**config.mk**
```make
export PLATFORM = sky130hd
export DESIGN_NAME = silent_lpf_sched
export DESIGN_NICKNAME = d
export VERILOG_FILES = /design/src/rtl/silent_lpf_sched.sv
export SDC_FILE = /design/constraint.sdc
export NUM_CORES = 1
export LEC_CHECK = 0
export CAP_MARGIN = 20
export CORE_AREA = 2 2 78 80
export DETAILED_ROUTE_END_ITERATION = 16
export DIE_AREA = 0 0 80 82
export DONT_BUFFER_PORTS = 1
export PLACE_DENSITY = 0.59
export SETUP_SLACK_MARGIN = 0.15
export SYNTH_ARGS = -nofsm -noshare
export SYNTH_HDL_FRONTEND = slang
export SYNTH_SLANG_ARGS = --single-unit
```
**constraint.sdc**
```tcl
create_clock -name clk_i -period 2.8 [get_ports clk_i]
set_clock_uncertainty 0.2 [all_clocks]
set_input_delay 0.56 -clock clk_i [delete_from_list [all_inputs] [get_ports clk_i]]
set_output_delay 0.56 -clock clk_i [all_outputs]
set_load 0.02 [all_outputs]
```
**src/rtl/silent_lpf_sched.sv**
```systemverilog
// silent_lpf_sched: divides the LPF clock into step ticks and walks every transducer
// index through the shared LPF step datapath, deferring target loads to sweep boundaries.
module silent_lpf_sched #(
    parameter int TRANS_NUM = 249,
    parameter int IDX_W     = 8
) (
    input  logic             clk_i,
    input  logic             rst_n_i,
    input  logic [15:0]      step_div_i,
    input  logic             silent_en_i,
    input  logic             update_i,
    input  logic             overrun_clr_i,
    input  logic             lpf_ready_i,
    output logic             lpf_valid_o,
    output logic [IDX_W-1:0] lpf_idx_o,
    output logic             lpf_mode_o,
    output logic             tgt_we_o,
    output logic             sweep_done_o,
    output logic             busy_o,
    output logic             overrun_o
);
    typedef enum logic [1:0] {IDLE, LOAD, SWEEP, DONE} state_t;
    localparam logic [IDX_W-1:0] LAST = IDX_W'(TRANS_NUM - 1);
    state_t           state_q;
    logic [15:0]      div_cnt_q, div_cnt_d;
    logic [IDX_W-1:0] idx_q;
    logic             tick, go_load, go_sweep;
    logic             pend_upd_q, pend_upd_d, pend_tick_q, pend_tick_d, overrun_q, overrun_d;
    logic             valid_q, mode_q, tgt_we_q, done_q, busy_q;
    always_comb begin
        tick      = div_cnt_q >= step_div_i;
        div_cnt_d = tick ? '0 : div_cnt_q + 16'd1;
        go_load   = state_q == IDLE && (update_i || pend_upd_q);
        go_sweep  = state_q == IDLE && !go_load && (tick || pend_tick_q);
        // A tick that cannot start a sweep right now (busy, or losing to a load) is held.
        pend_upd_d  = !go_load && (pend_upd_q || (update_i && state_q != IDLE));
        pend_tick_d = !go_sweep && (pend_tick_q || tick);
        // Setting wins over a coincident clear so a lost tick is never hidden.
        overrun_d = (tick && pend_tick_q && state_q != IDLE) || (overrun_q && !overrun_clr_i);
    end
    always_ff @(posedge clk_i or negedge rst_n_i) begin
        if (!rst_n_i) begin
            div_cnt_q   <= '0;
            pend_upd_q  <= 1'b0;
            pend_tick_q <= 1'b0;
            overrun_q   <= 1'b0;
        end else begin
            div_cnt_q   <= div_cnt_d;
            pend_upd_q  <= pend_upd_d;
            pend_tick_q <= pend_tick_d;
            overrun_q   <= overrun_d;
        end
    end
    always_ff @(posedge clk_i or negedge rst_n_i) begin
        if (!rst_n_i) begin
            state_q  <= IDLE;
            idx_q    <= '0;
            valid_q  <= 1'b0;
            mode_q   <= 1'b0;
            tgt_we_q <= 1'b0;
            done_q   <= 1'b0;
            busy_q   <= 1'b0;
        end else begin
            case (state_q)
                IDLE: begin
                    if (go_load) begin
                        state_q  <= LOAD;
                        tgt_we_q <= 1'b1;
                        busy_q   <= 1'b1;
                    end else if (go_sweep) begin
                        state_q <= SWEEP;
                        idx_q   <= '0;
                        valid_q <= 1'b1;
                        mode_q  <= ~silent_en_i;
                        busy_q  <= 1'b1;
                    end
                end
                LOAD: begin
                    state_q  <= IDLE;
                    tgt_we_q <= 1'b0;
                    busy_q   <= 1'b0;
                end
                SWEEP: begin
                    if (lpf_ready_i) begin
                        if (idx_q == LAST) begin
                            state_q <= DONE;
                            valid_q <= 1'b0;
                            done_q  <= 1'b1;
                        end else begin
                            idx_q <= idx_q + IDX_W'(1);
                        end
                    end
                end
                DONE: begin
                    state_q <= IDLE;
                    done_q  <= 1'b0;
                    busy_q  <= 1'b0;
                end
            endcase
        end
    end
    assign lpf_valid_o  = valid_q;
    assign lpf_idx_o    = idx_q;
    assign lpf_mode_o   = mode_q;
    assign tgt_we_o     = tgt_we_q;
    assign sweep_done_o = done_q;
    assign busy_o       = busy_q;
    assign overrun_o    = overrun_q;
endmodule

```
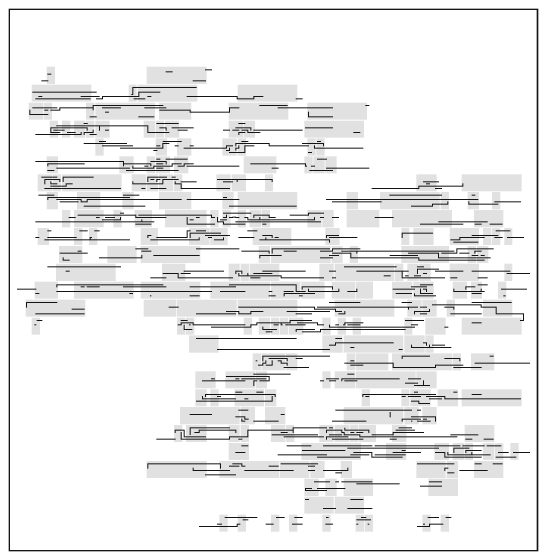
run_1/layer_met1.png
nets with wire on the layer = 247
wire length on this layer = 1970 um
longest straight run = 23.5 um
share of all routed wire = 48%
main direction = horizontal

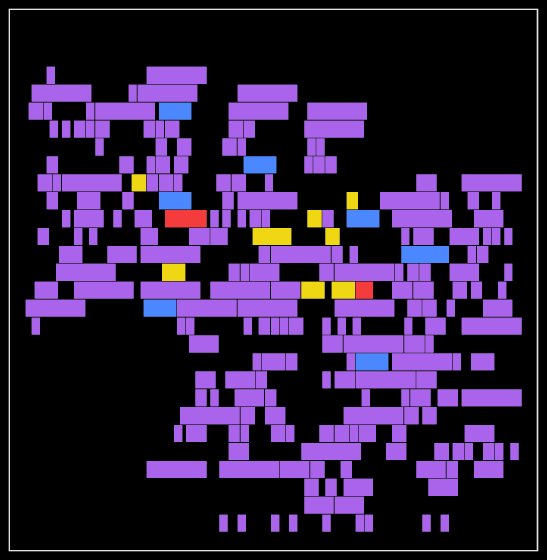
run_1/sizes.png
blue -> _6 and larger  # cells 7, share 3.1%
purple -> _0 and _1 cells  # cells 212, share 93%
red -> _3 and _4 cells  # cells 2, share 0.87%
yellow -> _2 cells  # cells 8, share 3.5%

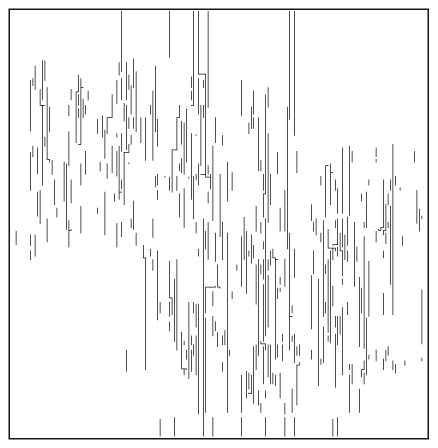
run_1/layer_met2.png
nets with wire on the layer = 231
wire length on this layer = 1970 um
longest straight run = 41.6 um
share of all routed wire = 47%
WL final: 4140 um
Vias: 1565
grt met2 use: 24.1%

[run 1: state kept, by name, summed over array words and instances (netlist names)]
| signal | count |
|---|---|
| lpf_valid_o | 1 |
| pend_tick_q | 1 |
| sweep_done_o | 1 |
| overrun_o | 1 |
| busy_o | 1 |
| tgt_we_o | 1 |
| pend_upd_q | 1 |
| state_q | 2 |
| lpf_idx_o | 8 |
| div_cnt_q | 16 |
| lpf_mode_o | 1 |
[run 1: logic make-up (layout without fill, tap and decap cells)]
kind of cell | count (synthesis) | after routing | synth area share [%]
xor+xnor | 14 | 14 | 6.08
flops | 34 | 34 | 42.2
fa+ha+maj | 19 | 19 | 11.8
compound gates | 34 | 34 | 11.2
buf+inv | 30 | 37 | 5.83
mux | 3 | 3 | 1.49
simple gates | 88 | 88 | 21.4
==> results.py, run 1 <==
# Generated from Yosys and OpenROAD reports
metrics = {
    "global_routing": {
        "grt_use_met1_pct": 18.0,
        "gr-total-overflow": 0,
        "antenna_found_initial": 0,
        "grt_pass1_wl_um": 7250,
        "busiest_layer": "met2",
    },
    "critical_path": {
        "crit_required_ns": 2.81,
        "crit_end": "lpf_idx_o[1]$_DFFE_PN0P_",
        "arrival_ns": 2.43,
        "r2r_slack_ns": 0.38,
        "cp.depth": 7,
        "end_kind": "flop",
    },
    "cells_and_area": {
        "combGateArea_sq_um": 1050,
        "diodes": 0,
        "largest_class": "combinational gates",
        "layout_top_cells": "dfrtp_1 (34), nor2_1 (30), inv_1 (26)",
        "nClkBuffers": 7,
        "clkCellAreaFrac_pct": 4.11,
    },
    "pwr": {
        "p_leak_nw": 1.11,
        "comb-power_mw": 0.265,
        "p_per_area_nw_per_um2": 631,
    },
    "drt": {
        "wl_met1_um": 1970,
        "via_per_inst": 5.15,
        "drt_pre_antenna_iters": 4,
    },
    "min_path": {
        "holdCritPathClass": "input port to flop",
    },
    "synth": {
        "syn_nets": 263,
        "flop_cell": "dfrtp_1",
        "yosysSeqAreaShare_pct": 42.2,
        "synthArstFlopShare_pct": 100,
        "postSynthCellCount": 222,
        "numSynthFlops": 34,
        "yosysTopAreaCellShare_pct": 42.2,
    },
    "placement": {
        "portBuffers": 0,
    },
    "sta": {
        "rsz0062_at_grt": "false",
        "tightest_slew_ns": 0.513,
        "finalCritPeriodShare_pct": 86.5,
        "setup_slack_ns": 0.378,
        "slew_violations": 0,
        "slew_headroom_pct": 65.5,
    },
    "outcome": {
        "status": "complete, no violations",
    },
    "clock_tree": {
        "postCtsSetupBuffers": 0,
        "cts_root_buf": "clkbuf_8",
        "clk_latency_ns": 0.28,
    },
    "die": {
        "die_h_um": 82,
        "fp.dieW_um": 80,
    },
}
run_1/congestion.png
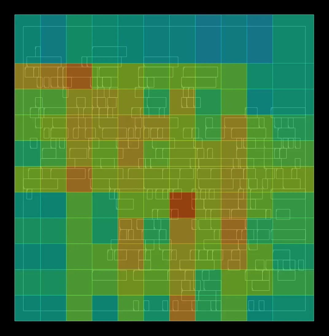

## Run 2: what changed since run 1
--- a/config.mk
+++ b/config.mk
@@ -6,11 +6,13 @@
 export NUM_CORES = 1
 export LEC_CHECK = 0
 export CAP_MARGIN = 20
-export CORE_AREA = 2 2 78 80
+export CELL_PAD_IN_SITES_DETAIL_PLACEMENT = 1
+export CELL_PAD_IN_SITES_GLOBAL_PLACEMENT = 1
+export CORE_AREA = 2 2 65 97
 export DETAILED_ROUTE_END_ITERATION = 16
-export DIE_AREA = 0 0 80 82
+export DIE_AREA = 0 0 67 99
 export DONT_BUFFER_PORTS = 1
-export PLACE_DENSITY = 0.59
+export PLACE_DENSITY = 0.71
 export SETUP_SLACK_MARGIN = 0.15
 export SYNTH_ARGS = -nofsm -noshare
 export SYNTH_HDL_FRONTEND = slang
==> constraint.sdc (replaced) <==
create_clock -name clk_i -period 2.9 [get_ports clk_i]
set_clock_uncertainty 0.2 [all_clocks]
set_input_delay 0.58 -clock clk_i [delete_from_list [all_inputs] [get_ports clk_i]]
set_output_delay 0.58 -clock clk_i [all_outputs]
set_load 0.02 [all_outputs]
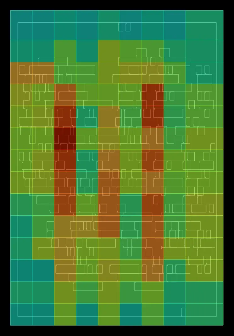
run_2/congestion.png
Finished Core Util: 38.4%
Avg WL per Cell: 15.4 um
grt met2 use: 27.7%
GRT Total Usage: 15.8%
met3 Use GR: 4.45%

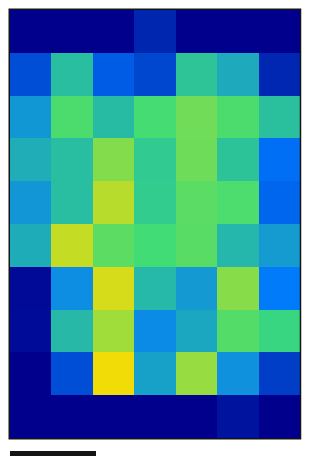
run_2/cell_density.png
Scale bar: 20 um. 7 x 10 tiles, from dark blue (low) to red (high), 0 to 100% covered.
fullest tile = 73%
mean over tiles = 32%
densest ninth of the die = middle
emptiest ninth of the die = bottom left
nearly empty tiles = 19%

==> run 2 against run 1 <==
Effect of this change:
- flip-flop count did not move
- hold slack better by 0.018 ns
- sequential share of layout area down 0.065 points
- worst setup slack better by 0.092 ns
- critical endpoint unchanged
- highest routed layer unchanged
==> results.py, run 2 <==
# Generated from Yosys and OpenROAD reports
metrics = {
    "cells_and_area": {
        "combGateArea_sq_um": 1050,
        "mostFrequentLayoutCell": "dfrtp_1",
        "largest_register_ffs": 16,
        "largest_class": "combinational gates",
        "largest_register": "div_cnt_q",
    },
    "pwr": {
        "p_leak_nw": 1.11,
        "p_per_area_nw_per_um2": 616,
    },
    "synth": {
        "postSynthCellCount": 222,
        "synthArstFlopShare_pct": 100,
        "yosysTopAreaCellShare_pct": 42.2,
        "synthMuxAreaShare_pct": 1.49,
        "synthTopLogicFamily": "simple AND/OR/NAND/NOR gates",
        "ys_sh_simple_pct": 21.4,
        "flop_cell": "dfrtp_1",
        "syn_nets": 263,
        "yosysSeqAreaShare_pct": 42.2,
        "ys_sh_xor_pct": 6.08,
        "fa_ha_area_share_pct": 11.8,
        "aoi_share_pct": 11.2,
    },
    "critical_path": {
        "end_kind": "flop",
        "crit_end": "lpf_idx_o[1]$_DFFE_PN0P_",
    },
    "drt": {
        "via_per_inst": 5.30,
        "drt_pre_antenna_iters": 4,
        "drt_iter0_drc": 38,
    },
    "global_routing": {
        "grt_pass1_wl_um": 8030,
        "gr-total-overflow": 0,
        "busiest_layer": "met2",
        "antenna_found_initial": 0,
    },
    "sta": {
        "finalCritPeriodShare_pct": 83.8,
        "tightest_slew_ns": 0.584,
        "slew_headroom_pct": 60.8,
        "slew_violations": 0,
        "setup_slack_ns": 0.470,
        "rsz0062_at_grt": "false",
    },
    "clock_tree": {
        "cts_root_buf": "clkbuf_8",
    },
    "die": {
        "fp.dieW_um": 67,
    },
    "placement": {
        "portBuffers": 0,
    },
    "outcome": {
        "status": "complete, no violations",
    },
}
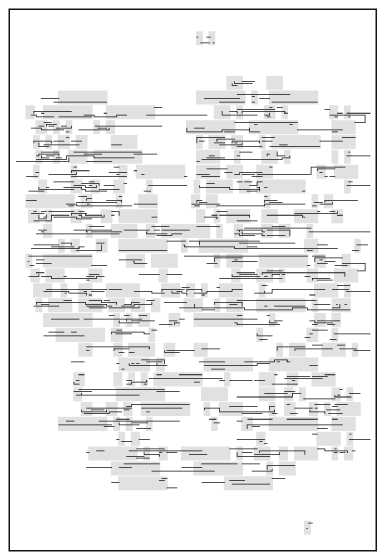
run_2/layer_met1.png
main direction = horizontal
nets with wire on the layer = 251
wire length on this layer = 1900 um
share of all routed wire = 41%
longest straight run = 22.5 um
met1 GRT Util: 18.0%
WL final: 4640 um
Vias: 1602

-- run 2: power by group --
part / internal, mW / switching, mW
Clock: 0.192 / 0.171
Combinational: 0.122 / 0.145
Sequential: 0.567 / 0.174
Total: 0.880 / 0.490
-- run 2: critical path, stage by stage (launching register included) --
cell and delay (ns):
dfrtp_1 0.45, ha_1 0.35, nand4_1 0.11, or3_1 0.36, a221o_1 0.35, nand3_2 0.14, o211a_4 0.21, mux2i_1 0.19
-- run 2: cells by family after synthesis --
logic type,after synthesis
and+or+nand+nor,88
AOI/OAI and AO/OA,34
DFF,34
buffers and inverters,30
adders and majority gates,19
xor gates and xnor gates,14
muxes,3
-- run 2: what timing repair did --
action	CTS	global route
endpoints found under the hold margin	34	0
setup buffers	0	0
setup endpoints to repair	0	0
hold buffers	2	0
Power is estimated from default activity; no workload was simulated.
